**config.mk**
```make
export PLATFORM = sky130hd
export DESIGN_NAME = risc8_ram_arbiter
export DESIGN_NICKNAME = d
export VERILOG_FILES = /design/src/rtl/risc8_mem_pkg.sv /design/src/rtl/risc8_prio_starve.sv /design/src/rtl/risc8_ram_arbiter.sv
export SDC_FILE = /design/constraint.sdc
export NUM_CORES = 1
export LEC_CHECK = 0
export CAP_MARGIN = 25
export CELL_PAD_IN_SITES_DETAIL_PLACEMENT = 1
export CELL_PAD_IN_SITES_GLOBAL_PLACEMENT = 1
export CORE_ASPECT_RATIO = 1.5
export CORE_MARGIN = 5
export CORE_UTILIZATION = 16
export CTS_CLUSTER_SIZE = 30
export DETAILED_ROUTE_END_ITERATION = 7
export PLACE_DENSITY_LB_ADDON = 0.1
export SYNTH_ARGS = -nofsm -noshare
export SYNTH_HDL_FRONTEND = slang
export SYNTH_SLANG_ARGS = --single-unit
```
**constraint.sdc**
```tcl
create_clock -name clk -period 1.65 [get_ports clk]
set_input_delay 0.165 -clock clk [delete_from_list [all_inputs] [get_ports clk]]
set_output_delay 0.165 -clock clk [all_outputs]
set_load 0.02 [all_outputs]
```
**src/rtl/risc8_mem_pkg.sv**
```systemverilog
// Shared constants for the risc8 data-memory path: bus widths and the
// bit positions of the read-owner tag.
package risc8_mem_pkg;
  localparam int unsigned ADDR_W    = 16;
  localparam int unsigned DATA_W    = 8;
  localparam int unsigned OWNER_CPU = 0;
  localparam int unsigned OWNER_DMA = 1;
endpackage

```
**src/rtl/risc8_prio_starve.sv**
```systemverilog
// Two-input fixed-priority arbiter. The low-priority side is force-granted
// for one cycle after MAX_WAIT consecutive refusals.
module risc8_prio_starve #(
  parameter int unsigned MAX_WAIT = 4,
  parameter int unsigned CNT_W    = 4
) (
  input  logic             clk,
  input  logic             reset,
  input  logic             req_hi,
  input  logic             req_lo,
  output logic             gnt_hi,
  output logic             gnt_lo,
  output logic [CNT_W-1:0] wait_cnt
);
  localparam logic [CNT_W-1:0] MAX_CNT = CNT_W'(MAX_WAIT);

  logic [CNT_W-1:0] wait_cnt_q, wait_cnt_d;
  logic             force_lo;

  always_comb begin
    force_lo   = req_lo && (wait_cnt_q == MAX_CNT);
    // Both grants are held low while reset is asserted.
    gnt_lo     = !reset && req_lo && (!req_hi || force_lo);
    gnt_hi     = !reset && req_hi && !gnt_lo;
    wait_cnt_d = wait_cnt_q;
    if (!req_lo || gnt_lo) begin
      wait_cnt_d = '0;
    end else if (wait_cnt_q != MAX_CNT) begin
      wait_cnt_d = wait_cnt_q + CNT_W'(1);
    end
  end

  always_ff @(posedge clk or posedge reset) begin
    if (reset) begin
      wait_cnt_q <= '0;
    end else begin
      wait_cnt_q <= wait_cnt_d;
    end
  end

  assign wait_cnt = wait_cnt_q;
endmodule

```
**src/rtl/risc8_ram_arbiter.sv**
```systemverilog
// Shares the single-port risc8 data RAM between the CPU (priority) and the
// DMA/boot-copy engine. Handshake: an access happens in the cycle where req and gnt are both 1.
module risc8_ram_arbiter
  import risc8_mem_pkg::*;
#(
  parameter int unsigned MAX_WAIT = 4,
  parameter int unsigned CNT_W    = 4
) (
  input  logic              clk,
  input  logic              reset,
  input  logic              cpu_req,
  input  logic              cpu_wen,
  input  logic [ADDR_W-1:0] cpu_addr,
  input  logic [DATA_W-1:0] cpu_wdata,
  output logic              cpu_gnt,
  output logic              cpu_rvalid,
  output logic [DATA_W-1:0] cpu_rdata,
  input  logic              dma_req,
  input  logic              dma_wen,
  input  logic [ADDR_W-1:0] dma_addr,
  input  logic [DATA_W-1:0] dma_wdata,
  output logic              dma_gnt,
  output logic              dma_rvalid,
  output logic [DATA_W-1:0] dma_rdata,
  output logic              ram_wen,
  output logic [ADDR_W-1:0] ram_addr,
  output logic [DATA_W-1:0] ram_wdata,
  input  logic [DATA_W-1:0] ram_rdata
);
  logic [CNT_W-1:0] wait_cnt;
  logic [1:0]       rd_owner_q, rd_owner_d;

  risc8_prio_starve #(
    .MAX_WAIT (MAX_WAIT),
    .CNT_W    (CNT_W)
  ) u_prio (
    .clk      (clk),
    .reset    (reset),
    .req_hi   (cpu_req),
    .req_lo   (dma_req),
    .gnt_hi   (cpu_gnt),
    .gnt_lo   (dma_gnt),
    .wait_cnt (wait_cnt)
  );

  always_comb begin
    ram_addr  = dma_gnt ? dma_addr  : cpu_addr;
    ram_wdata = dma_gnt ? dma_wdata : cpu_wdata;
    ram_wen   = (cpu_gnt && cpu_wen) || (dma_gnt && dma_wen);
    rd_owner_d            = '0;
    rd_owner_d[OWNER_CPU] = cpu_gnt && !cpu_wen;
    rd_owner_d[OWNER_DMA] = dma_gnt && !dma_wen;
  end

  // The owner tag lines up with the RAM's one-cycle read latency.
  always_ff @(posedge clk or posedge reset) begin
    if (reset) begin
      rd_owner_q <= '0;
    end else begin
      rd_owner_q <= rd_owner_d;
    end
  end

  assign cpu_rvalid = rd_owner_q[OWNER_CPU];
  assign dma_rvalid = rd_owner_q[OWNER_DMA];
  assign cpu_rdata  = ram_rdata;
  assign dma_rdata  = ram_rdata;
endmodule

```
Fig. 1: run 1, PDN straps and rails
Pins as bars on the die edge.
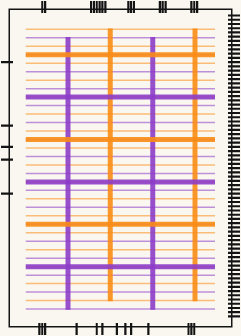
purple -> VSS
orange -> VDD
met4 straps = 4
signal pins = 107
met5 straps = 6
met1 rails = 34

Fig. 2: run 1, cells coloured by class
Bar = 20 um.
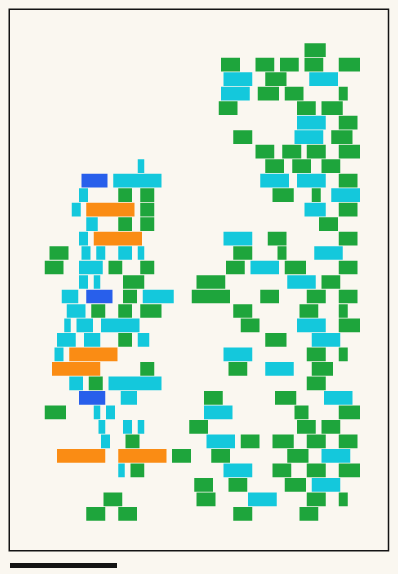
cyan -> combinational and other logic  # cells 57, share of their area 35%
orange -> sequential cells  # cells 6, share of their area 8.4%
green -> remaining buffers and delay cells  # cells 100, share of their area 54%
blue -> clock drivers  # cells 3, share of their area 2.3%

==> impl_metrics.yaml, run 1 <==
# implementation run metrics
outcome:
  status: "finished with violations"
  violations: "setup timing"
logic_synthesis:
  synth_seq_share_pct: 16.9
  synth_chip_area_um2: 891
  yosys-stat-cells: 82
  synth_nets: 146
  synth_flops: 6
  netlist_area_um2: 891
floorplan:
  die_x_um: 70.9
  core_um2: 5450
layout:
  seqCellArea_um2: 150
  logic_area_um2: 602
  fin_util_pct: 34.3
  layoutNonFillerInstCount: 236
  areaGrowthSynthToFinish_pct: 110
  drive_gt1_share_pct: 48.8
routing:
  drt_first_pass_iters: 3
  ant_nets: 0
  drc_errors: 0
placement:
  finalWeightedCongestion: 0.816
  placed_cells: 228
timing:
  slew_viol_final: 0
  worst_slack_ps: -354
  hold_viol_final: 0
  setup_violations: 26
worst_setup_path:
  cp.depth: 7
  worstPathMaxFanout: 17
  cp_cell_sequence: "inv_2, ha_4, nand3b_4, a21oi_4, buf_12, mux2_2, buf_2"
  required_ps: 1480
  slowest_stage: "dfrtp_1"
  crit_family: "buffers and inverters"
  startpoint_type: "register"
global_route:
  grt_max_degree: 18
power:
  p_total_uw: 915
  peakVddDrop_mv: 0.354
clock_network:
  htreeDepth: 1
  numCtsBuffers: 3
  cts_buffer_depth: 2
Fig. 3: run 1, clock distribution
Bar = 20 um.
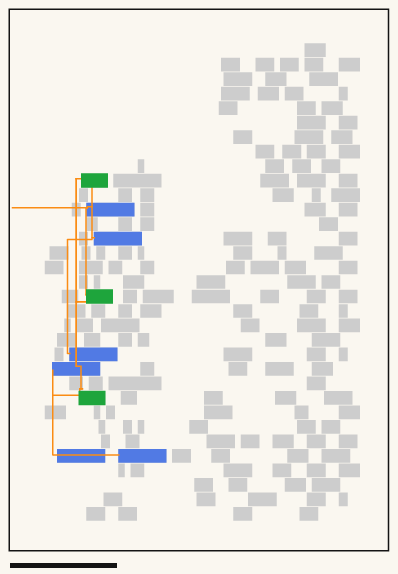
orange -> clock wires  # length 162 um
blue -> flip-flops  # count 6
green -> clock drivers  # count 3
routed clock nets = 4
Clk Latency, worst-skew pair: 230 ps
Clk. pwr: 230 uW

## run 1: cells by family after synthesis
| family | count (synthesis) | share of synthesized area, % |
|---|---|---|
| muxes | 25 | 39.5 |
| buffers and inverters | 24 | 21.3 |
| and+or+nand+nor | 17 | 12.2 |
| AOI/OAI and AO/OA | 7 | 6.32 |
| DFF | 6 | 16.9 |
| adders and majority gates | 2 | 2.81 |
| xor gates and xnor gates | 1 | 0.983 |
## run 1: synth_stat cells, types with 2 or more instances
| cell type | n | area share, % |
|---|---|---|
| nor3_1 | 3 | 1.7 |
| dfrtp_1 | 6 | 17 |
| buf_4 | 16 | 13 |
| ha_1 | 2 | 2.8 |
| a21oi_1 | 2 | 1.1 |
| mux2_4 | 19 | 32 |
| inv_1 | 5 | 2.1 |
| nor2_1 | 2 | 0.84 |
| mux2_2 | 5 | 6.3 |
| nand3_1 | 6 | 3.4 |
| buf_12 | 2 | 4.5 |
## run 1: report_power, final
| group | leakage, nW | internal [mW] | switching, mW |
|---|---|---|---|
| Sequential | 0.0811 | 0.156 | 0.00557 |
| Clock | 0.0216 | 0.158 | 0.0729 |
| Combinational | 0.735 | 0.323 | 0.199 |
| Total | 0.837 | 0.637 | 0.277 |
## run 1: what timing repair did
item,in CTS,in global routing
setup buffers,1,5
endpoints found under the setup margin,27,27
resized,102,59
pin swaps,1,2
## run 1: stage by stage
step / TNS, ps / cell area [um^2]
after global routing: -9900 / 1870
after detailed placement: -14850 / 1760
after floorplan: -764 / 911
final: -7510 / 1870
after global placement: -14900 / 1760
after CTS: -8750 / 1770
## run 1: final timing paths
kind / startpoint / to / slack, ps
worst max-delay path: u_prio.wait_cnt[0]$_DFFE_PP0P_ / ram_addr[0] / -350
worst min-delay path: ram_rdata[3] / cpu_rdata[3] / 330
worst max register to register: u_prio.wait_cnt[0]$_DFFE_PP0P_ / rd_owner_q[1]$_DFF_PP0_ / 90
worst min register to register: u_prio.wait_cnt[3]$_DFFE_PP0P_ / u_prio.wait_cnt[3]$_DFFE_PP0P_ / 700
max in group asynchronous: reset / u_prio.wait_cnt[3]$_DFFE_PP0P_ / 1050
min in group asynchronous: reset / u_prio.wait_cnt[2]$_DFFE_PP0P_ / 400
## run 1: flip-flops by register name, summed over array words and instances (netlist names)
name	flops
u_prio.wait_cnt	4
rd_owner_q	2
## run 1: final cells by class
type,count,share of cell area (%)
clock buffers,3,2.21
flip-flops and latches,6,8.02
well taps,70,4.68
inverters,5,1.00
multi-input cells,52,32.2
repair buffers,100,51.9
## run 1: layer usage
metal	global-route usage, %	vias to the layer above	wire (um)
li1	-	442	-
met5	0	-	0
met1	12.0	439	1600
met4	3.91	0	56
met2	16.2	80	1620
met3	4.77	5	511
==> inputs of run 2 (changes only) <==
--- a/config.mk
+++ b/config.mk
@@ -10,10 +10,11 @@
 export CELL_PAD_IN_SITES_GLOBAL_PLACEMENT = 1
 export CORE_ASPECT_RATIO = 1.5
 export CORE_MARGIN = 5
-export CORE_UTILIZATION = 16
+export CORE_UTILIZATION = 17
 export CTS_CLUSTER_SIZE = 30
 export DETAILED_ROUTE_END_ITERATION = 7
 export PLACE_DENSITY_LB_ADDON = 0.1
+export SETUP_SLACK_MARGIN = 0.3
 export SYNTH_ARGS = -nofsm -noshare
 export SYNTH_HDL_FRONTEND = slang
 export SYNTH_SLANG_ARGS = --single-unit
==> constraint.sdc (replaced) <==
create_clock -name clk -period 1.9 [get_ports clk]
set_input_delay 0.19 -clock clk [delete_from_list [all_inputs] [get_ports clk]]
set_output_delay 0.19 -clock clk [all_outputs]
set_load 0.02 [all_outputs]
==> impl_metrics.yaml, run 2 <==
# implementation run metrics
worst_setup_path:
  slowest_stage: "dfrtp_1"
  crit_path_start: "u_prio.wait_cnt[1]$_DFFE_PP0P_"
  cp_cell_sequence: "inv_2, ha_4, nand3b_4, a21oi_4, buf_6, mux2_2, buf_2"
  required_ps: 1710
  startpoint_type: "register"
  crit_family: "buffers and inverters"
  worstPathMaxFanout: 9
placement:
  placed_cells: 226
  finalWeightedCongestion: 0.806
power:
  seqPwrFrac_pct: 18.3
  comb_power_share_pct: 57.5
  internal_power_uw: 546
  peakVddDrop_mv: 0.425
outcome:
  violations: "setup timing"
  status: "finished with violations"
timing:
  worst_slack_ps: -72.0
  hold_viol_final: 0
  slew_viol_final: 0
  setup_violations: 25
logic_synthesis:
  yosysTopAreaCell: "mux2_4"
  area_leaders: "mux2_4, dfrtp_1, buf_4, mux2_2, buf_12"
  synth_nets: 146
  topCombFamilyByArea: "multiplexers"
  synthTopCellsByCount: "mux2_4, buf_4, dfrtp_1, nand3_1"
  synth_seq_share_pct: 16.9
routing:
  drc_errors: 0
layout:
  areaGrowthSynthToFinish_pct: 106
  largest_reg_flops: 4
min_path:
  hp-start: "ram_rdata[5]"
clock_network:
  cts_buffer_depth: 2
  htreeDepth: 1
global_route:
  grt_max_degree: 17
[run 2: cell counts after synthesis]
Identical to the previous run, type by type.
[run 2: area by class of cell]
class	count	area, um^2
fillers	621	3290
flip-flops and latches	6	150
repair buffers	100	967
clock buffers	3	41.3
inverters	5	18.8
multi-input cells	52	574
well taps	68	85.1
[run 2: kinds of logic (layout without fill, tap and decap cells)]
group,count (synthesis),in the layout
fa+ha+maj,2,2
flops,6,6
xor+xnor,1,1
buf+inv,24,108
simple gates,17,17
compound gates,7,7
mux,25,25
[run 2: routing by layer]
metal  part of all wire (%)  track usage [%]  up-vias
li1                       -                -      441
met1                     40             12.1      429
met2                     51             19.0       58
met3                    8.1             3.88        2
met4                   0.21             1.50        0
met5                      0                0        -
[run 2: per-stage QoR]
stage / TNS, ps / instance area [um^2] / util [%] / hold WS, ps / total power, mW
after detailed placement: -8290 / 1760 / 34.3 / 380 / 0.573
after floorplan: 0 / 911 / - / 106 / 0.384
final: -1020 / 1840 / 35.8 / 380 / 0.771
after global routing: -2880 / 1840 / 35.8 / 380 / 0.814
after CTS: -1500 / 1790 / 35.0 / 380 / 0.774
after global placement: -7990 / 1760 / 34.3 / 380 / 0.566
[run 2: path summary, 6_finish.rpt]
path / end / slack [ps] / cells past startpoint
setup / recovery: ram_addr[2] / -70 / 7
hold / removal: dma_rdata[5] / 380 / 0
setup reg to reg: rd_owner_q[1]$_DFF_PP0_ / 400 / 7
hold reg to reg: u_prio.wait_cnt[3]$_DFFE_PP0P_ / 690 / 3
max in group asynchronous: u_prio.wait_cnt[2]$_DFFE_PP0P_ / 1320 / 3
min in group asynchronous: u_prio.wait_cnt[0]$_DFFE_PP0P_ / 390 / 3
[run 2: worst reg2reg max path, stage by stage (launching register included)]
cell and delay, ps:
dfrtp_1 380, inv_2 80, ha_4 150, nand3b_4 90, buf_4 150, buf_6 100, and2_2 190, nor3_1 250
[run 2: power groups by stage]
stage	Clock [mW]	Sequential, mW	Combinational, mW
final	0.187	0.141	0.444
after global routing	0.203	0.142	0.469
after floorplan	0	0.146	0.238
after global placement	0	0.143	0.423
after CTS	0.196	0.141	0.438
after detailed placement	0	0.143	0.431
[run 2: what timing repair did]
action,in CTS,in global routing
setup endpoints to repair,27,27
setup buffers,1,4
resized,144,8
pin swaps,0,3
Fig. 4: run 2, clock distribution
Bar = 20 um.
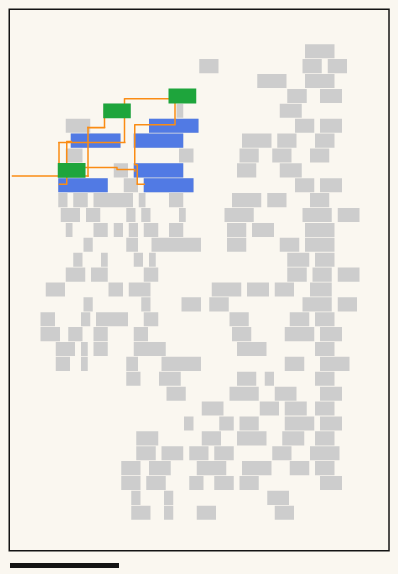
blue -> flip-flops  # count 6
orange -> clock wires  # length 113 um
green -> clock drivers  # count 3
routed clock nets = 4
flops lie = north
Clk Latency, worst-skew pair: 220 ps
Clk. pwr: 187 uW
Setup Skew: 1.15 ps
clock share of power: 24.2%

Fig. 5: run 2, PDN straps and rails
Pins as bars on the die edge.
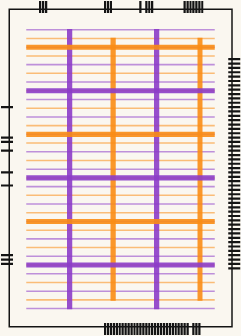
purple -> VSS
orange -> VDD
rows = 32
met1 rails = 33
met4 straps = 4
signal pins = 107
met5 straps = 6

==> inputs of run 3 (changes only) <==
--- a/config.mk
+++ b/config.mk
@@ -9,11 +9,12 @@
 export CELL_PAD_IN_SITES_DETAIL_PLACEMENT = 1
 export CELL_PAD_IN_SITES_GLOBAL_PLACEMENT = 1
 export CORE_ASPECT_RATIO = 1.5
-export CORE_MARGIN = 5
+export CORE_MARGIN = 2
 export CORE_UTILIZATION = 17
 export CTS_CLUSTER_SIZE = 30
 export DETAILED_ROUTE_END_ITERATION = 7
 export PLACE_DENSITY_LB_ADDON = 0.1
+export RECOVER_POWER = 50
 export SETUP_SLACK_MARGIN = 0.3
 export SYNTH_ARGS = -nofsm -noshare
 export SYNTH_HDL_FRONTEND = slang
==> impl_metrics.yaml, run 3 <==
# implementation run metrics
logic_synthesis:
  synth_top_cell_by_count: "mux2_4"
  ys_sh_xor_pct: 0.983
  fa_ha_area_share_pct: 2.81
  yosysTopAreaCell: "mux2_4"
  compound_area_share_pct: 6.32
  edf_count: 0
  synthTopCellsByCount: "mux2_4, buf_4, dfrtp_1, nand3_1"
  synth_chip_area_um2: 891
  netlist_area_um2: 891
  simple_gate_share_pct: 12.2
  synth_seq_share_pct: 16.9
  topCombFamilyByArea: "multiplexers"
  synth_flops: 6
  netlist.area_leader.share_pct: 32.0
  synth_nets: 146
  yosys-stat-cells: 82
clock_network:
  numCtsBuffers: 3
  htreeDepth: 1
  clock_latency_ps: 220
  cts_buffer_depth: 2
routing:
  ant_nets: 0
  drt_first_pass_iters: 4
  drc_errors: 0
timing:
  hold_viol_final: 0
  setup_violations: 24
  whs_ps: 380
  tns_ps: -4490
  maxSlewHeadroom_pct: 82.9
  slew_viol_final: 0
  worst_slack_ps: -218
layout:
  layoutNonFillerInstCount: 245
  final.fill_count: 575
  drive_gt1_share_pct: 52.5
  areaGrowthSynthToFinish_pct: 134
power:
  internal_power_uw: 595
  p_total_uw: 837
  swShare_pct: 28.9
  seqPwrFrac_pct: 16.8
  comb_power_share_pct: 60.4
  netSwitchingPower_uw: 242
placement:
  finalWeightedCongestion: 0.801
worst_setup_path:
  worstPathMaxFanout: 6
  slowest_stage: "dfrtp_1"
  startpoint_type: "register"
  crit_family: "buffers and inverters"
  required_ps: 1710
outcome:
  status: "finished with violations"
  violations: "setup timing"
global_route:
  grt_max_degree: 10
  grt_pass1_vias: 1049
[run 3: cell counts after synthesis]
Identical to the previous run, type by type.
[run 3: final cells by class]
class                   count  area (um^2)  share of cell area, %
repair buffers            111         1190                   57.2
multi-input cells          52          597                   28.6
well taps                  68         85.1                   4.08
inverters                   5         18.8                  0.901
clock buffers               3         41.3                   1.98
flip-flops and latches      6          150                   7.21
[run 3: per-layer routing]
layer | vias up | GRT usage [%] | wire length (um)
met5 | - | 0 | 0
met4 | 0 | 3.70 | 41
met3 | 7 | 3.28 | 284
met2 | 58 | 24.9 | 2060
met1 | 457 | 13.9 | 1360
li1 | 464 | - | -
[run 3: final timing paths]
| path | start | endpoint | slack, ps | depth (start not counted) |
|---|---|---|---|---|
| min reg2reg | u_prio.wait_cnt[3]$_DFFE_PP0P_ | u_prio.wait_cnt[3]$_DFFE_PP0P_ | 710 | 4 |
| max in group asynchronous | reset | rd_owner_q[1]$_DFF_PP0_ | 1290 | 3 |
| min in group asynchronous | reset | u_prio.wait_cnt[3]$_DFFE_PP0P_ | 400 | 3 |
| min | ram_rdata[5] | cpu_rdata[5] | 380 | 0 |
| max | u_prio.wait_cnt[0]$_DFFE_PP0P_ | ram_wdata[6] | -220 | 9 |
| max reg2reg | u_prio.wait_cnt[0]$_DFFE_PP0P_ | rd_owner_q[0]$_DFF_PP0_ | 460 | 8 |
[run 3: cell families after synthesis]
| kind of cell | count (synthesis) |
|---|---|
| fa+ha+maj | 2 |
| flops | 6 |
| mux | 25 |
| simple gates | 17 |
| compound gates | 7 |
| xor+xnor | 1 |
| buf+inv | 24 |
[run 3: power groups by stage]
stage          Combinational, mW  Clock, mW  Sequential [mW]
2_1_floorplan              0.238          0            0.146
3_3_place_gp               0.421          0            0.142
3_5_place_dp               0.431          0            0.142
4_1_cts                    0.490      0.196            0.141
5_1_grt                    0.536      0.203            0.141
6_report                   0.505      0.191            0.141
[run 3: through the flow]
stage	area (um^2)	util, %
after detailed placement	1760	34.5
after floorplan	911	-
after CTS	2010	39.5
after global routing	2080	41.0
after global placement	1760	34.5
final	2080	41.0
[run 3: repair_timing]
| item | in CTS | in global routing |
|---|---|---|
| cloned | 3 | 0 |
| pin swaps | 5 | 4 |
| resized | 171 | 10 |
| endpoints found under the setup margin | 27 | 27 |
| setup buffers | 8 | 5 |
Fig. 6: run 3, clock distribution
Bar = 20 um.
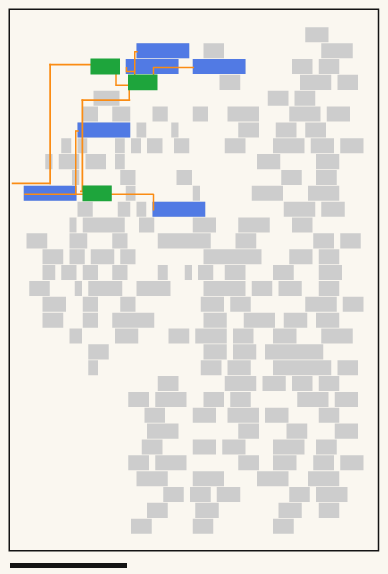
orange -> clock wires  # length 122 um
blue -> flip-flops  # count 6
green -> clock drivers  # count 3
routed clock nets = 4
clock share of power: 22.8%
Clk. pwr: 191 uW
Setup Skew: 3.88 ps

Fig. 7: run 3, PDN straps and rails
Pins as bars on the die edge.
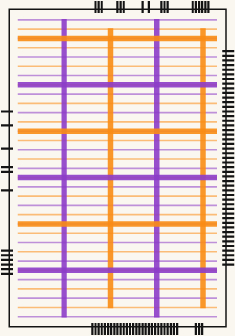
chip width: 63.1 um
Max rail drop VDD: 0.366 mV
Core ar.: 5080 um^2

Power is estimated from default activity; no workload was simulated.
